--- config.mk ---
export PLATFORM = sky130hd
export DESIGN_NAME = req_skid_buf
export DESIGN_NICKNAME = d
export VERILOG_FILES = /design/src/rtl/req_skid_buf.sv
export SDC_FILE = /design/constraint.sdc
export NUM_CORES = 1
export LEC_CHECK = 0
export CORE_ASPECT_RATIO = 1.1
export CORE_MARGIN = 4
export CORE_UTILIZATION = 30
export CTS_CLUSTER_DIAMETER = 80
export DETAILED_ROUTE_END_ITERATION = 8
export PLACE_DENSITY = 0.6
export SYNTH_ARGS = -nofsm -noshare
export SYNTH_HDL_FRONTEND = slang
export SYNTH_SLANG_ARGS = --single-unit
--- constraint.sdc ---
create_clock -name clk -period 1.3 [get_ports clk]
set_input_delay 0.26 -clock clk [delete_from_list [all_inputs] [get_ports clk]]
set_output_delay 0.26 -clock clk [all_outputs]
set_load 0.01 [all_outputs]
--- src/rtl/req_skid_buf.sv ---
// req_skid_buf
// Two-entry valid/ready skid buffer placed in front of the cache's
// enable-gated pipeline registers. Words accepted from the core side are
// presented to the cache stage one per cycle, in acceptance order.
// The backpressure path is broken by a register: in_ready is a flop output
// with no combinational dependence on out_ready. One word per cycle is
// sustained while the consumer keeps out_ready high.
//
// Ports:
//   clk        sole clock, rising edge
//   reset      synchronous, active-high; clears occupancy and both data words
//   in_valid   producer has a word on in_data
//   in_ready   buffer can accept this cycle (registered)
//   in_data    producer word, DATA_W bits
//   out_valid  out_data holds a valid word (registered)
//   out_ready  consumer takes the word this cycle
//   out_data   word presented to the cache stage (main register)
//   level      occupancy 0/1/2 (registered, equals the state encoding)

module req_skid_buf #(
   parameter int DATA_W = 32
) (
   input  logic              clk,
   input  logic              reset,
   input  logic              in_valid,
   output logic              in_ready,
   input  logic [DATA_W-1:0] in_data,
   output logic              out_valid,
   input  logic              out_ready,
   output logic [DATA_W-1:0] out_data,
   output logic [1:0]        level
);

   // State encoding doubles as the occupancy count driven on level.
   typedef enum logic [1:0] {
      EMPTY = 2'd0,
      ONE   = 2'd1,
      FULL  = 2'd2
   } state_e;

   state_e            state_q, state_d;
   logic [DATA_W-1:0] mainData_q, mainData_d;
   logic [DATA_W-1:0] skidData_q, skidData_d;
   logic              inReady_q;
   logic              outValid_q;
   logic              inFire;
   logic              outFire;

   assign inFire  = in_valid && inReady_q;
   assign outFire = outValid_q && out_ready;

   // Next-state and data steering. The main register always holds the
   // oldest word; the skid register only fills when a word arrives while
   // the consumer is stalled, and it is emptied into main on the next drain.
   always_comb begin
      state_d    = state_q;
      mainData_d = mainData_q;
      skidData_d = skidData_q;
      case (state_q)
         EMPTY: begin
            if (inFire) begin
               mainData_d = in_data;
               state_d    = ONE;
            end
         end
         ONE: begin
            if (inFire && outFire) begin
               mainData_d = in_data;
            end else if (inFire) begin
               skidData_d = in_data;
               state_d    = FULL;
            end else if (outFire) begin
               // main keeps its stale value; out_valid masks it
               state_d = EMPTY;
            end
         end
         FULL: begin
            if (outFire) begin
               mainData_d = skidData_q;
               state_d    = ONE;
            end
         end
         default: begin
            state_d = EMPTY;
         end
      endcase
   end

   // State and data registers. in_ready and out_valid are recomputed from
   // the next state so both handshake outputs come straight from flops.
   always_ff @(posedge clk) begin
      if (reset) begin
         state_q    <= EMPTY;
         mainData_q <= '0;
         skidData_q <= '0;
         inReady_q  <= 1'b1;
         outValid_q <= 1'b0;
      end else begin
         state_q    <= state_d;
         mainData_q <= mainData_d;
         skidData_q <= skidData_d;
         inReady_q  <= (state_d != FULL);
         outValid_q <= (state_d != EMPTY);
      end
   end

   assign in_ready  = inReady_q;
   assign out_valid = outValid_q;
   assign out_data  = mainData_q;
   assign level     = state_q;

endmodule

Fig. 1: placement density heat map
The bar under the picture is 20 um long. The die is cut into 11 by 12 equal tiles; black is low, pale yellow is high, 0 to 100% covered.
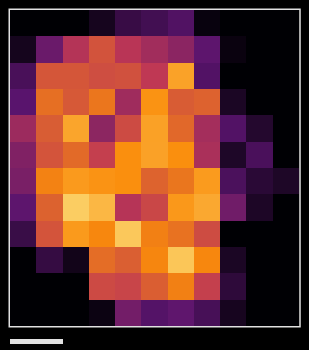
The mean over all tiles is 36%. The densest ninth of the die: middle. The emptiest ninth of the die: top right. The fullest tile reaches 89%. 14% of the tiles are over 75% full.
utilization after layout: 0.443
Core Area: 11100 um^2

Fig. 2: power grid
The bar under the picture is 20 um long. Pins as bars on the die edge.
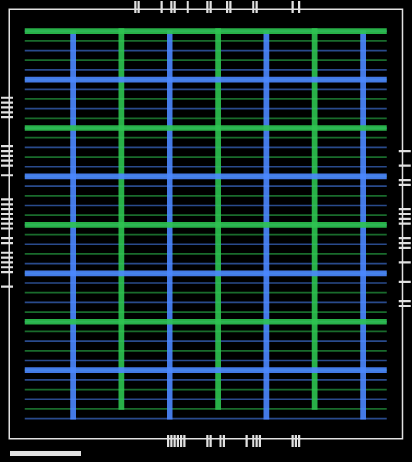
VDD: drawn in green. VSS: drawn in blue.
8 straps on met5. 72 signal pins sit on the boundary. The core has 40 rows.
worst vdd ir: 743 uV
Die W: 110 um
die height: 120 um

Fig. 3: placement by cell class
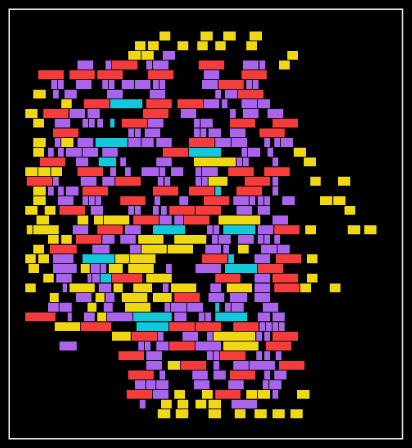
all other logic: drawn in purple, cells 211, share of their area 39%. clock drivers and dummy loads: drawn in cyan, cells 16, share of their area 6.3%. flip-flops: drawn in red, cells 68, share of their area 29%. other buffers and delay cells: drawn in yellow, cells 103, share of their area 26%.

Fig. 4: nets reached from selected ports
The bar under the picture is 20 um long.
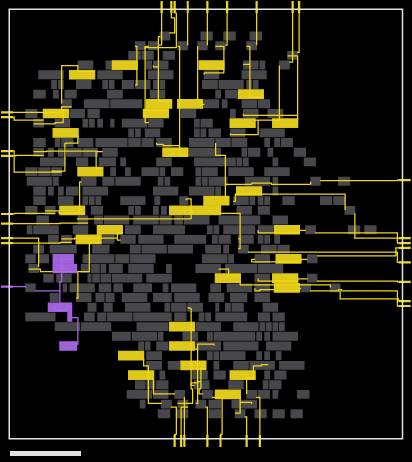
`out_data`: drawn in yellow, bits 32, direction output, edge 9 top, 8 left, 8 right, 7 bottom, end cells 32, buffers 32, wire 1260 um. `out_ready`: drawn in purple, bits 1, direction input, edge left, end cells 6, buffers 1, wire 49.8 um.
IO Port Bufs: 71
I/O pin total: 72

==> flow_summary_export.csv <==
group,metric,value,unit
pwr,switching_power,1.94,mW
critical_path,cp.required,1550,ps
clock_network,clk_latency,330,ps
cells_and_area,layout_top_cell,"dfxtp_1",
cells_and_area,inv_count,0,
yosys,edf_count,0,
pwr,intPower,4.77,mW
critical_path,critical_path.max_stage_delay,400,ps
pwr,combPwrFrac,0.276,
global_routing,grt_use_met2,0.228,
route,routed_wl,10200,um
final_timing,fin_ws,-75.6,ps
yosys,simple_gate_area_frac,0.0664,
cells_and_area,fillers,1036,
status,violations,"negative setup slack",
pwr,powerClk,2.41,mW
route,first_iter_violations,124,
final_timing,setup_violations,49,
cells_and_area,n_all_buffers,103,
critical_path,worstPathMaxFanout,8,
pwr,clock_power_share,0.359,
final_timing,max_freq,0.727,GHz
route,drtPass1Iterations,4,
route,met3_length,564,um
global_routing,grt_max_degree,53,
global_routing,antenna_found_initial,0,
placed_design,place_inst,518,
cells_and_area,regArea,1370,um^2
clock_network,root_buffer,"clkbuf_16",
critical_path,path_cells,"and4b_4 > buf_12 > clkbuf_16 > a211oi_2 > a211oi_2",
clock_network,hold_buffers,0,
critical_path,worstSetupPathType,"reg2reg",
critical_path,crit_buf_inv,2,
critical_path,worstReg2RegStart,"level[0]",
placed_design,hpwl,5810,um
cells_and_area,nNetsFinal,429,
yosys,yosysChipArea,3430,um^2
cells_and_area,finalNonFillerCells,545,
job,warning_count,28,
pwr,p_seq_frac,0.365,
critical_path,cp-end-kind,"flip-flop",
critical_path,cp-start-kind,"flip-flop",
route,drt-met1-wl,4750,um
hold_path,worstHoldPathCells,2,
pwr,swShare,0.289,
cells_and_area,synthToLayoutAreaGrowth,42.9,%
status,status,"finished, violations left",
final_timing,skew,7.67,ps
pwr,leakagePower,1.98,nW
route,wl_per_cell,18.6,um
Power is estimated from default activity; no workload was simulated.
